File: src/rtl/rx_bringup_sequencer.sv
// PCS receive-chain bring-up sequencer: enables block sync, AM aligner, deskewer and
// the tail stages in order, retrying with a soft reset on timeout or link loss.
module rx_bringup_sequencer #(
    parameter int unsigned N_LANES       = 20,
    parameter int unsigned NB_TIMEOUT    = 24,
    parameter int unsigned SETTLE_CYCLES = 16,
    parameter int unsigned RESET_CYCLES  = 8,
    parameter int unsigned MAX_RETRIES   = 3,
    parameter int unsigned NB_RETRY      = 2
) (
    input  logic                  i_clock,
    input  logic                  i_reset,
    input  logic                  i_start,
    input  logic                  i_abort,
    input  logic [NB_TIMEOUT-1:0] i_rf_timeout_limit,
    input  logic [N_LANES-1:0]    i_lanes_block_lock,
    input  logic [N_LANES-1:0]    i_am_lock,
    input  logic                  i_invalid_skew,
    output logic                  o_enb_block_sync,
    output logic                  o_enb_aligner,
    output logic                  o_enb_deskewer,
    output logic                  o_enb_lane_reorder,
    output logic                  o_enb_descrambler,
    output logic                  o_enb_decoder,
    output logic                  o_rx_soft_reset,
    output logic                  o_busy,
    output logic                  o_link_up,
    output logic                  o_fail,
    output logic [2:0]            o_state,
    output logic [NB_RETRY-1:0]   o_retry_count
);

    localparam int unsigned NB_SETTLE = $clog2(SETTLE_CYCLES + 1);

    typedef enum logic [2:0] {
        ST_IDLE        = 3'd0,
        ST_WAIT_BLK    = 3'd1,
        ST_WAIT_AM     = 3'd2,
        ST_WAIT_DESKEW = 3'd3,
        ST_ENB_TAIL    = 3'd4,
        ST_LINK_UP     = 3'd5,
        ST_RESTART     = 3'd6,
        ST_FAIL        = 3'd7
    } state_t;

    state_t                state;
    state_t                state_nxt;
    logic [NB_SETTLE-1:0]  settle_cnt;
    logic [NB_SETTLE-1:0]  settle_cnt_nxt;
    logic [NB_TIMEOUT-1:0] phase_cnt;
    logic [NB_TIMEOUT-1:0] phase_cnt_nxt;
    logic [NB_RETRY-1:0]   retry_cnt;
    logic [NB_RETRY-1:0]   retry_cnt_nxt;
    logic [NB_RETRY-1:0]   retry_base;

    logic blk_ok;
    logic am_ok;
    logic deskew_ok;
    logic in_wait;
    logic cond;
    logic settled;
    logic timed_out;
    logic restart_req;

    assign blk_ok    = &i_lanes_block_lock;
    assign am_ok     = blk_ok & (&i_am_lock);
    assign deskew_ok = am_ok & ~i_invalid_skew;

    // Phase condition of the current wait state
    always_comb begin
        in_wait = 1'b0;
        cond    = 1'b0;
        case (state)
            ST_WAIT_BLK:    begin in_wait = 1'b1; cond = blk_ok;    end
            ST_WAIT_AM:     begin in_wait = 1'b1; cond = am_ok;     end
            ST_WAIT_DESKEW: begin in_wait = 1'b1; cond = deskew_ok; end
            default:        ;
        endcase
    end

    // phase_cnt holds the cycles already spent in the state, so a wait state lasts at most limit cycles
    assign settled   = cond & (settle_cnt == NB_SETTLE'(SETTLE_CYCLES - 1));
    assign timed_out = in_wait & (i_rf_timeout_limit != '0)
                     & (phase_cnt >= (i_rf_timeout_limit - NB_TIMEOUT'(1)));

    always_comb begin
        state_nxt     = state;
        retry_cnt_nxt = retry_cnt;
        retry_base    = retry_cnt;
        restart_req   = 1'b0;

        case (state)
            ST_IDLE, ST_FAIL: begin
                if (i_start) begin
                    state_nxt     = ST_WAIT_BLK;
                    retry_cnt_nxt = '0;
                end
            end
            ST_WAIT_BLK: begin
                if (settled)        state_nxt   = ST_WAIT_AM;
                else if (timed_out) restart_req = 1'b1;
            end
            ST_WAIT_AM: begin
                if (settled)        state_nxt   = ST_WAIT_DESKEW;
                else if (timed_out) restart_req = 1'b1;
            end
            ST_WAIT_DESKEW: begin
                if (settled)        state_nxt   = ST_ENB_TAIL;
                else if (timed_out) restart_req = 1'b1;
            end
            ST_ENB_TAIL: state_nxt = ST_LINK_UP;
            ST_LINK_UP: begin
                if (!deskew_ok) begin
                    restart_req = 1'b1;
                    retry_base  = '0;
                end
            end
            ST_RESTART: begin
                if (phase_cnt == NB_TIMEOUT'(RESET_CYCLES - 1)) state_nxt = ST_WAIT_BLK;
            end
            default: ;
        endcase

        // Exhausted retries skip RESTART entirely so no soft-reset pulse is issued
        if (restart_req) begin
            if (retry_base == NB_RETRY'(MAX_RETRIES)) begin
                state_nxt     = ST_FAIL;
                retry_cnt_nxt = retry_base;
            end else begin
                state_nxt     = ST_RESTART;
                retry_cnt_nxt = retry_base + NB_RETRY'(1);
            end
        end

        if (i_abort) begin
            state_nxt     = ST_IDLE;
            retry_cnt_nxt = '0;
        end

        settle_cnt_nxt = '0;
        phase_cnt_nxt  = '0;
        if (!i_abort && (state_nxt == state)) begin
            if (cond) settle_cnt_nxt = settle_cnt + NB_SETTLE'(1);
            if (in_wait || (state == ST_RESTART)) begin
                phase_cnt_nxt = (phase_cnt == '1) ? phase_cnt : phase_cnt + NB_TIMEOUT'(1);
            end
        end
    end

    always_ff @(posedge i_clock or posedge i_reset) begin
        if (i_reset) begin
            state      <= ST_IDLE;
            settle_cnt <= '0;
            phase_cnt  <= '0;
            retry_cnt  <= '0;
        end else begin
            state      <= state_nxt;
            settle_cnt <= settle_cnt_nxt;
            phase_cnt  <= phase_cnt_nxt;
            retry_cnt  <= retry_cnt_nxt;
        end
    end

    // Moore outputs registered from the next state so they align with o_state
    always_ff @(posedge i_clock or posedge i_reset) begin
        if (i_reset) begin
            o_enb_block_sync   <= 1'b0;
            o_enb_aligner      <= 1'b0;
            o_enb_deskewer     <= 1'b0;
            o_enb_lane_reorder <= 1'b0;
            o_enb_descrambler  <= 1'b0;
            o_enb_decoder      <= 1'b0;
            o_rx_soft_reset    <= 1'b0;
            o_busy             <= 1'b0;
            o_link_up          <= 1'b0;
            o_fail             <= 1'b0;
        end else begin
            o_enb_block_sync   <= (state_nxt >= ST_WAIT_BLK) && (state_nxt <= ST_LINK_UP);
            o_enb_aligner      <= (state_nxt >= ST_WAIT_AM) && (state_nxt <= ST_LINK_UP);
            o_enb_deskewer     <= (state_nxt >= ST_WAIT_DESKEW) && (state_nxt <= ST_LINK_UP);
            o_enb_lane_reorder <= (state_nxt == ST_ENB_TAIL) || (state_nxt == ST_LINK_UP);
            o_enb_descrambler  <= (state_nxt == ST_ENB_TAIL) || (state_nxt == ST_LINK_UP);
            o_enb_decoder      <= (state_nxt == ST_ENB_TAIL) || (state_nxt == ST_LINK_UP);
            o_rx_soft_reset    <= (state_nxt == ST_RESTART);
            o_busy             <= ((state_nxt >= ST_WAIT_BLK) && (state_nxt <= ST_ENB_TAIL))
                                || (state_nxt == ST_RESTART);
            o_link_up          <= (state_nxt == ST_LINK_UP);
            o_fail             <= (state_nxt == ST_FAIL);
        end
    end

    assign o_state       = 3'(state);
    assign o_retry_count = retry_cnt;

endmodule

File: config.mk
export PLATFORM = sky130hd
export DESIGN_NAME = rx_bringup_sequencer
export DESIGN_NICKNAME = d
export VERILOG_FILES = /design/src/rtl/rx_bringup_sequencer.sv
export SDC_FILE = /design/constraint.sdc
export NUM_CORES = 1
export LEC_CHECK = 0
export CELL_PAD_IN_SITES_DETAIL_PLACEMENT = 1
export CELL_PAD_IN_SITES_GLOBAL_PLACEMENT = 1
export CORE_AREA = 2 2 111 113
export DETAILED_ROUTE_END_ITERATION = 10
export DIE_AREA = 0 0 113 115
export PLACE_DENSITY = 0.75
export SETUP_SLACK_MARGIN = 0.5
export SLEW_MARGIN = 10
export SYNTH_ARGS = -nofsm -noshare
export SYNTH_HDL_FRONTEND = slang
export SYNTH_SLANG_ARGS = --single-unit
File: constraint.sdc
create_clock -name i_clock -period 7.9 [get_ports i_clock]
set_clock_uncertainty 0.2 [all_clocks]
set_input_delay 0.79 -clock i_clock [delete_from_list [all_inputs] [get_ports i_clock]]
set_output_delay 0.79 -clock i_clock [all_outputs]
set_load 0.05 [all_outputs]
==> COMMIT_EDITMSG <==
Record implementation results from latest flow run

- Cell total in the yosys stat output: 388
- Max-Cap Viols: 0
* Post_cts resized: 0
* Uppermost layer routed: met4
- Root buffer cell: sky130_fd_sc_hd__clkbuf_16
* CP max-delay cell: sky130_fd_sc_hd__o31ai_1
* Worst reg2reg setup slack: about 4400 ps
* Cell type with the highest aggregate area in the netlist: sky130_fd_sc_hd__dfrtp_1
* Count of final max-slew check failures: 0
* Most instantiated logic cell after routing: sky130_fd_sc_hd__clkdlybuf4s50_1
* Number of H-tree levels: 2
- After synthesis, the cell types taking the most area are sky130_fd_sc_hd__dfrtp_1 31%, sky130_fd_sc_hd__ha_1 12%, sky130_fd_sc_hd__xnor2_1 6.4%, sky130_fd_sc_hd__nor3_1 5.8%, sky130_fd_sc_hd__xor2_1 4.8%.
* Maximum number of buffers from clock root to sink: 2
- Most Crowded Layer GR: met2
* Part of the power in combinational logic: about 16%
- In this run the mean area of a mapped cell was about 9 µm².
* Placed inst area: 4400 µm²
* I/O Buffers: between 80 and 90
- Sum of internal, switching and leakage power: 0.000540 W
- The run finished with clean final reports.
- Entering global routing, the biggest net connects roughly 43 pins.
* Portion of the layout cell area used by clock cells: 3.64%
* Count of TritonRoute iterations in the first routing pass: 4
==> cell families (layout without fill, tap and decap cells) <==
kind of cell | count (synthesis) | in the layout | synth area share (%)
xor+xnor | 44 | 44 | 11.2
compound gates | 46 | 46 | 9.43
buf+inv | 27 | 107 | 3.53
mux | 7 | 7 | 2.55
simple gates | 190 | 190 | 31.1
flops | 42 | 42 | 30.6
fa+ha+maj | 32 | 32 | 11.6
==> worst register-to-register path, delay by kind of cell, from the launching register on <==
| family | cells | cell delay, ps |
|---|---|---|
| flip-flops | 1 | 470 |
| AND/OR/NAND/NOR | 3 | 700 |
| adder cells (fa/ha/maj) | 2 | 650 |
| AND-OR/OR-AND | 5 | 1370 |
==> flip-flops by register name (all words and copies together) (netlist names), 2 cells and up <==
register	count
o_state	3
phase_cnt	24
o_retry_count	2
settle_cnt	5
### Signal wires on met1

Cells faint in the background.
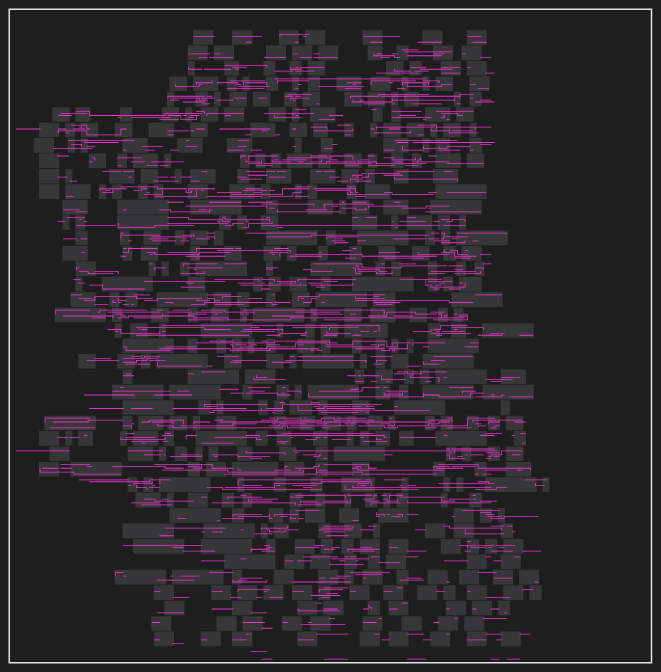
- share of all routed wire: 43%
- main direction: horizontal
- nets with wire on the layer: 522
- longest straight run: 38.2 µm
- wire length on this layer: 4,300 µm
met1 global-route usage: 19.3%
detailed-route wire length: 9900 µm
vias after detailed routing: 3,194

### Metal 2

Bar = 20 µm.
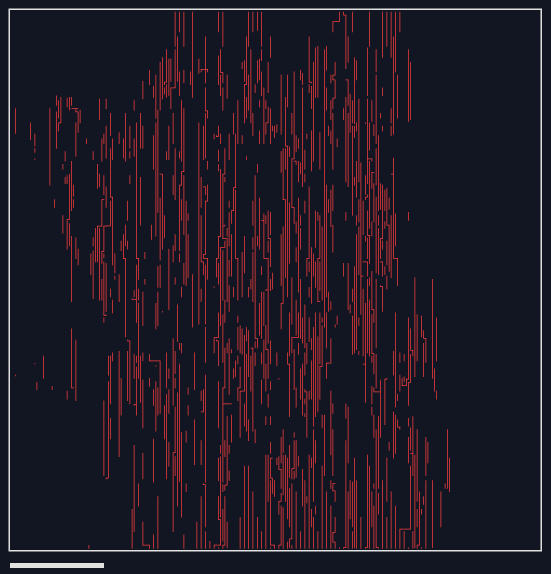
- main direction: vertical
- longest straight run: 59.2 µm
- share of all routed wire: 53%
- wire length on this layer: 5,250 µm
grt met2 use: 29.0%

### The metal 3 layer

Bar = 20 µm.
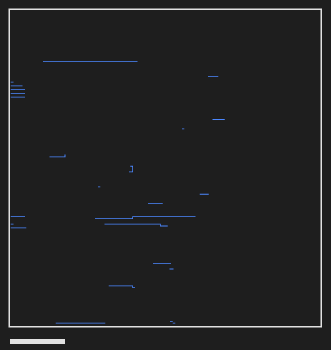
- share of all routed wire: 1.9%
- wire length on this layer: 187 µm
- longest straight run: 34.0 µm
- nets with wire on the layer: 19
met3 track demand over resource in global routing: 2.00%

### Clock wiring as the flow saved it

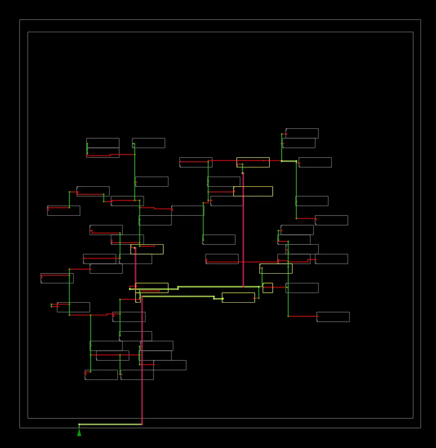
Insertion Delay late pin: 290 ps
number of buffers created by CTS: 5
clock network power: 0.000235 W
sequential cells: 42

### Wiring heat map

Bar = 20 µm. 23 x 23 tiles, from dark purple (low) to yellow (high), scaled to the fullest tile. Values are wire area over tile area, all layers added.
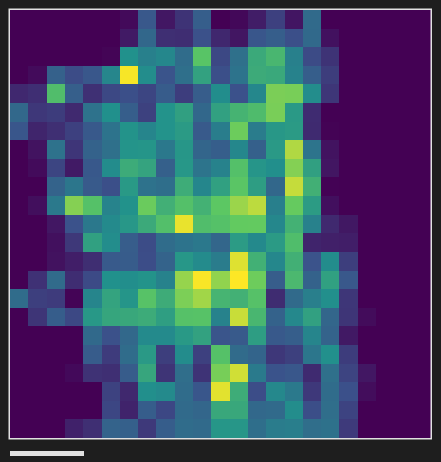
- densest ninth of the die: center
- fullest tile: 0.42
- nearly empty tiles: 31%
- tiles over half the peak: 22%
GR Util All Layers: 15.7%
per-cell routed wire length: 16.1 µm

Power is estimated from default activity; no workload was simulated.
